<file path="src/rtl/mul_share_pkg.sv">
// Shared definitions for the mul_share_arbiter slice.
//   NREQ  - number of requesters sharing the multiplier
//   OP_W  - operand width per requester
//   RES_W - full-width product width
//   state_t - arbiter FSM encoding (IDLE, MUL, RESP)
package mul_share_pkg;

  localparam int NREQ  = 4;
  localparam int OP_W  = 16;
  localparam int RES_W = 32;
  localparam int PTR_W = 2;
  localparam int CNT_W = 4;

  typedef enum logic [1:0] {
    IDLE = 2'd0,
    MUL  = 2'd1,
    RESP = 2'd2
  } state_t;

endpackage

</file>
<file path="src/rtl/mul_core.sv">
// Registered 16x16 unsigned multiplier with LAT register stages.
//   clk, reset : clock, asynchronous active-high reset
//   start      : one-cycle pulse; a/b are sampled on this cycle
//   a, b       : unsigned operands
//   product    : full-width product, valid while done is high
//   done       : one-cycle pulse LAT cycles after start
// Stage 1 is the operand register; stages 2..LAT pipeline the product.
module mul_core
  import mul_share_pkg::*;
#(
  parameter int LAT = 2
) (
  input  logic             clk,
  input  logic             reset,
  input  logic             start,
  input  logic [OP_W-1:0]  a,
  input  logic [OP_W-1:0]  b,
  output logic [RES_W-1:0] product,
  output logic             done
);

  logic [OP_W-1:0]  a_q, a_d;
  logic [OP_W-1:0]  b_q, b_d;
  logic [LAT-1:0]   vld_q, vld_d;
  logic [RES_W-1:0] prod0;

  always_comb begin
    a_d   = a_q;
    b_d   = b_q;
    if (start) begin
      a_d = a;
      b_d = b;
    end
    vld_d = (vld_q << 1) | LAT'(start);
  end

  always_ff @(posedge clk or posedge reset) begin
    if (reset) begin
      a_q   <= '0;
      b_q   <= '0;
      vld_q <= '0;
    end else begin
      a_q   <= a_d;
      b_q   <= b_d;
      vld_q <= vld_d;
    end
  end

  assign prod0 = RES_W'(a_q) * RES_W'(b_q);
  assign done  = vld_q[LAT-1];

  generate
    if (LAT == 1) begin : g_single
      assign product = prod0;
    end else begin : g_pipe
      logic [RES_W-1:0] pipe_q [LAT-1];
      logic [RES_W-1:0] pipe_d [LAT-1];

      always_comb begin
        pipe_d[0] = prod0;
        for (int i = 1; i < LAT - 1; i++) pipe_d[i] = pipe_q[i-1];
      end

      always_ff @(posedge clk or posedge reset) begin
        if (reset) begin
          for (int i = 0; i < LAT - 1; i++) pipe_q[i] <= '0;
        end else begin
          for (int i = 0; i < LAT - 1; i++) pipe_q[i] <= pipe_d[i];
        end
      end

      assign product = pipe_q[LAT-2];
    end
  endgenerate

endmodule

</file>
<file path="src/rtl/mul_share_arbiter.sv">
// Round-robin arbiter sharing one multiplier among NREQ requesters.
//   clk, reset  : clock, asynchronous active-high reset
//   req_valid   : per-requester operand valid
//   req_ready   : per-requester accept (at most one bit, only in IDLE)
//   req_a/req_b : packed operands, requester i at [16i+15:16i]
//   rsp_valid   : one-hot result valid to the owning requester (RESP only)
//   rsp_ready   : per-requester result accept; only the owner's bit counts
//   rsp_payload : product in RESP, 0 otherwise
//   dbg_state   : current FSM state
// Handshakes: a transfer happens on a cycle where valid and ready of the
// same index are both high; ready never waits on anything but valid here,
// and a raised rsp_valid holds with a stable payload until it is taken.
module mul_share_arbiter
  import mul_share_pkg::*;
#(
  parameter int LAT = 2
) (
  input  logic                 clk,
  input  logic                 reset,
  input  logic [NREQ-1:0]      req_valid,
  output logic [NREQ-1:0]      req_ready,
  input  logic [NREQ*OP_W-1:0] req_a,
  input  logic [NREQ*OP_W-1:0] req_b,
  output logic [NREQ-1:0]      rsp_valid,
  input  logic [NREQ-1:0]      rsp_ready,
  output logic [RES_W-1:0]     rsp_payload,
  output state_t               dbg_state
);

  // Returns {found, index}: first valid bit at or above ptr, wrapping.
  // Walking k downward lets the smallest offset overwrite the result last.
  function automatic logic [PTR_W:0] rr_pick(input logic [NREQ-1:0]  valid,
                                             input logic [PTR_W-1:0] ptr);
    logic [PTR_W-1:0] idx;
    rr_pick = '0;
    for (int k = NREQ - 1; k >= 0; k--) begin
      idx = ptr + PTR_W'(k);
      if (valid[idx]) rr_pick = {1'b1, idx};
    end
  endfunction

  state_t           state_q, state_d;
  logic [PTR_W-1:0] ptr_q, ptr_d;
  logic [CNT_W-1:0] cnt_q, cnt_d;
  logic [PTR_W-1:0] gnt_q, gnt_d;
  logic [RES_W-1:0] prod_q, prod_d;

  logic [PTR_W:0]   pick;
  logic [PTR_W-1:0] pick_idx;
  logic             mul_start;
  logic [OP_W-1:0]  sel_a, sel_b;
  logic [RES_W-1:0] core_product;
  logic             core_done;

  assign pick     = rr_pick(req_valid, ptr_q);
  assign pick_idx = pick[PTR_W-1:0];
  assign sel_a    = req_a[OP_W*pick_idx +: OP_W];
  assign sel_b    = req_b[OP_W*pick_idx +: OP_W];

  always_comb begin
    state_d     = state_q;
    ptr_d       = ptr_q;
    cnt_d       = cnt_q;
    gnt_d       = gnt_q;
    prod_d      = prod_q;
    req_ready   = '0;
    rsp_valid   = '0;
    rsp_payload = '0;
    mul_start   = 1'b0;
    case (state_q)
      IDLE: begin
        // Ready is raised only on a requester that is already valid, so a
        // raised ready is always a completed handshake this cycle.
        if (pick[PTR_W]) begin
          req_ready = NREQ'(1) << pick_idx;
          mul_start = 1'b1;
          gnt_d     = pick_idx;
          ptr_d     = pick_idx + PTR_W'(1);
          cnt_d     = CNT_W'(LAT);
          state_d   = MUL;
        end
      end
      MUL: begin
        cnt_d = cnt_q - CNT_W'(1);
        if (core_done) prod_d = core_product;
        if (cnt_q == CNT_W'(1)) state_d = RESP;
      end
      RESP: begin
        rsp_valid   = NREQ'(1) << gnt_q;
        rsp_payload = prod_q;
        if (rsp_ready[gnt_q]) state_d = IDLE;
      end
      default: state_d = IDLE;
    endcase
  end

  always_ff @(posedge clk or posedge reset) begin
    if (reset) begin
      state_q <= IDLE;
      ptr_q   <= '0;
      cnt_q   <= '0;
      gnt_q   <= '0;
      prod_q  <= '0;
    end else begin
      state_q <= state_d;
      ptr_q   <= ptr_d;
      cnt_q   <= cnt_d;
      gnt_q   <= gnt_d;
      prod_q  <= prod_d;
    end
  end

  assign dbg_state = state_q;

  mul_core #(.LAT(LAT)) u_mul_core (
    .clk     (clk),
    .reset   (reset),
    .start   (mul_start),
    .a       (sel_a),
    .b       (sel_b),
    .product (core_product),
    .done    (core_done)
  );

endmodule

</file>
<file path="config.mk">
export PLATFORM = sky130hd
export DESIGN_NAME = mul_share_arbiter
export DESIGN_NICKNAME = d
export VERILOG_FILES = /design/src/rtl/mul_share_pkg.sv /design/src/rtl/mul_core.sv /design/src/rtl/mul_share_arbiter.sv
export SDC_FILE = /design/constraint.sdc
export NUM_CORES = 1
export LEC_CHECK = 0
export CORE_MARGIN = 3
export CORE_UTILIZATION = 58
export DETAILED_ROUTE_END_ITERATION = 16
export GPL_TIMING_DRIVEN = 0
export PLACE_DENSITY = 0.9
export REMOVE_ABC_BUFFERS = 1
export SLEW_MARGIN = 20
export SYNTH_ARGS = -nofsm -noshare
export SYNTH_HDL_FRONTEND = slang
export SYNTH_HIERARCHICAL = 1
export SYNTH_SLANG_ARGS = --single-unit
</file>
<file path="constraint.sdc">
create_clock -name clk -period 6.8 [get_ports clk]
set_input_delay 0.68 -clock clk [delete_from_list [all_inputs] [get_ports clk]]
set_output_delay 0.68 -clock clk [all_outputs]
set_load 0.01 [all_outputs]
</file>
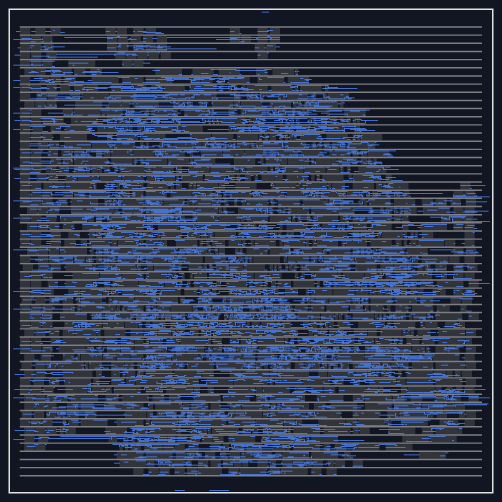
Run 1: metal 1
(3 px per um) Supply wires on this layer in gray.
main direction: horizontal
wire length on this layer: 11700 um
nets with wire on the layer: 1757
longest straight run: 86.5 um
share of all routed wire: 36%
Routed WL: 32.7 mm
total number of vias: 10500
GRT met1 Usage: 0.301

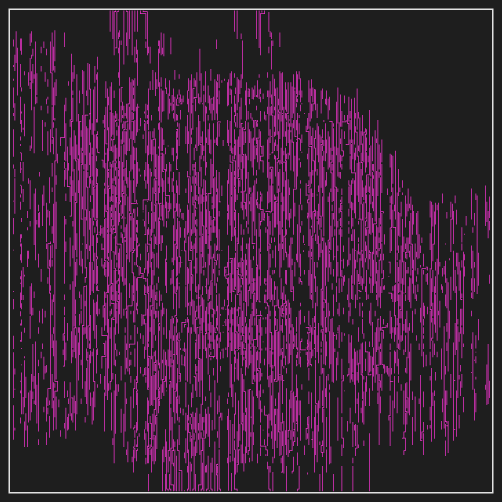
Run 1: the metal 2 layer
(3 px per um)
nets with wire on the layer: 1771
share of all routed wire: 53%
main direction: vertical

==> flow_metrics.env, run 1 <==
# flow metrics
export IMPL_fmaxAchievable_ghz=0.158
export IMPL_synth_top_area_share=0.280
export IMPL_seq_cells=108
export IMPL_post_route_min_period_ps=6310
export IMPL_whs_ps=361
export IMPL_grt_pass1_wl_mm=55.1
export IMPL_finalHoldViolations=0
export IMPL_via_per_inst=5.69
export IMPL_slew_violations=0
export IMPL_cts_setup_buffers=0
export IMPL_root_buffer="clkbuf_16"
export IMPL_worstSetupEndpoint="u_mul_core/product[29]"
export IMPL_io_pins=180
export IMPL_place_inst=1826
export IMPL_async_flop_share=1.00
export IMPL_fp_util=0.602
export IMPL_dp_hpwl_mm=25.5
export IMPL_syn_area_mm2=0.0139
export IMPL_lay_top_count="inv_1"
export IMPL_numCtsBuffers=9
export IMPL_nets=1962
export IMPL_wl_met1_mm=11.7
export IMPL_comb_share=0.614
export IMPL_worstMarginPinSlew_ps=822
export IMPL_hold_class="reg -> reg"
export IMPL_track_usage=0.260
export IMPL_mux_share=0.123
export IMPL_ys_sh_adder=0.375
export IMPL_dr_pass1_iters=5
export IMPL_ys_sh_aoi=0.0526
export IMPL_logic_gate_count=986
export IMPL_synth_avg_cell_area_um2=9.95
export IMPL_regArea_mm2=0.00270
export IMPL_endpoint_kind="register"
export IMPL_ys_chip_area_mm2=0.0139
export IMPL_rows=55
export IMPL_n_all_inverters=234
export IMPL_edf_count=0
export IMPL_logic_area_mm2=0.00988
export IMPL_met3_wirelength_mm=2.55
export IMPL_n_all_buffers=185
export IMPL_cpMaxStageDelayCell="dfrtp_1"
export IMPL_path_class="reg -> reg"
export IMPL_area_growth_pct=15.9
export IMPL_clock_sinks=108
export IMPL_worst_slack_ps=488
export IMPL_timing_critical_path_mode_cell="fa_1"
export IMPL_fp_dieH_um=161
export IMPL_common_cells="inv_1, fa_1, nand2_1, and2_1, dfrtp_1"
export IMPL_nClkBuffers=9
export IMPL_cp_num_cells=19
export IMPL_crit_start="u_mul_core/a_q[7]"
export IMPL_fp_dieW_um=161
export IMPL_reg2reg_from="u_mul_core/a_q[7]"
export IMPL_worstHoldStart="u_mul_core/vld_q[0]"
export IMPL_fillers=1597
export IMPL_tapCellCount=313
export IMPL_fin_area_mm2=0.0161
export IMPL_status="finished clean"
export IMPL_synthCells=1395
export IMPL_postPlaceCellArea_mm2=0.0158
export IMPL_fin_cells=1842
export IMPL_core_area_mm2=0.0231
export IMPL_die_area_mm2=0.0258
export IMPL_avgRoutedWirePerCell_um=17.8
export IMPL_r2r_end="u_mul_core/product[29]"
export IMPL_pre_cts_ws_ps=561
export IMPL_rsz0062_at_grt="no"
export IMPL_logic_family="adder cells"
export IMPL_drive_above_1_share=0.0687
export IMPL_ys_warn_count=6
export IMPL_clk_latency_ps=370
export IMPL_synthFlopType="dfrtp_1"
export IMPL_final_antenna_net_count=0
export IMPL_drt_iter0_drc=665
export IMPL_finalClockPeriodUsage=0.928
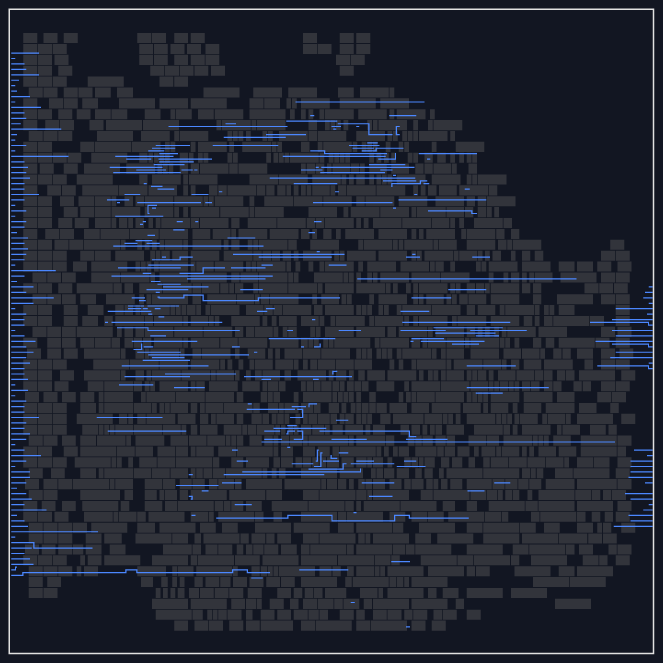
Run 1: metal 3
(4 px per um)
share of all routed wire: 7.8%
longest straight run: 88.1 um
wire length on this layer: 2550 um
met3 usage: 0.0580

Run 1, met4 routing:
(2 px per um) Supply wires on this layer in gray.
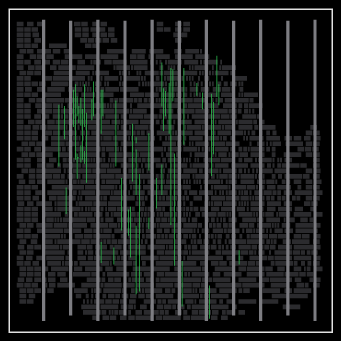

--- run 2 (diff from run 1) ---
Settings changed: PLACE_DENSITY 0.9 to not set, PLACE_DENSITY_LB_ADDON set to 0.2.
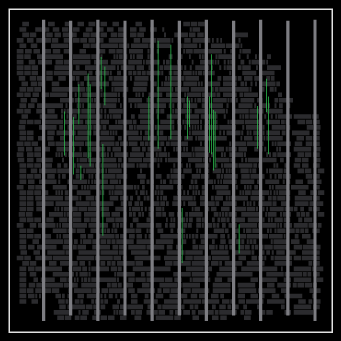
Run 2: met4 routing
(2 px per um) Supply wires on this layer in gray.
wire length on this layer: 639 um
main direction: vertical
longest straight run: 53.7 um
nets with wire on the layer: 19
share of all routed wire: 2.1%
total number of vias: 10100
Routed WL: 31.1 mm

==> run 2 against run 1 <==
  * Sequential share of layout area about the same
  * Largest cell class unchanged
  * Via count decreased by 3.8%
  * Cell count about the same
  * Synthesized cell count unchanged
==> flow_metrics.env, run 2 <==
# flow metrics
export IMPL_pre_cts_ws_ps=499
export IMPL_status="finished clean"
export IMPL_worstMarginPinSlew_ps=827
export IMPL_synth_top_area_share=0.280
export IMPL_syn_area_mm2=0.0139
export IMPL_logic_area_mm2=0.00988
export IMPL_common_cells="inv_1, fa_1, nand2_1, and2_1, dfrtp_1"
export IMPL_ys_chip_area_mm2=0.0139
export IMPL_rows=55
export IMPL_endpoint_kind="register"
export IMPL_met3_wirelength_mm=1.53
export IMPL_fin_area_mm2=0.0161
export IMPL_area_growth_pct=15.6
export IMPL_comb_share=0.615
export IMPL_nClkBuffers=10
export IMPL_fillers=1800
export IMPL_mux_share=0.123
export IMPL_via_per_inst=5.47
export IMPL_finalHoldViolations=0
export IMPL_avgRoutedWirePerCell_um=16.9
export IMPL_nets=1962
export IMPL_r2r_end="u_mul_core/product[29]"
export IMPL_finalClockPeriodUsage=0.921
export IMPL_timing_critical_path_mode_cell="fa_1"
export IMPL_tapCellCount=313
export IMPL_core_area_mm2=0.0231
export IMPL_dp_hpwl_mm=24.8
export IMPL_fp_util=0.602
export IMPL_final_antenna_net_count=0
export IMPL_drt_iter0_drc=447
export IMPL_postPlaceCellArea_mm2=0.0158
export IMPL_place_inst=1826
export IMPL_grt_pass1_wl_mm=52.5
export IMPL_slew_violations=0
export IMPL_seq_cells=108
export IMPL_io_pins=180
export IMPL_clock_sinks=108
export IMPL_ys_warn_count=6
export IMPL_root_buffer="clkbuf_16"
export IMPL_regArea_mm2=0.00270
export IMPL_synth_avg_cell_area_um2=9.95
export IMPL_gr_usage_met1=0.311
export IMPL_worstSetupEndpoint="u_mul_core/product[29]"
export IMPL_numCtsBuffers=9
export IMPL_clk_latency_ps=370
export IMPL_ys_sh_adder=0.375
export IMPL_n_all_inverters=234
export IMPL_rsz0062_at_grt="no"
export IMPL_path_class="reg -> reg"
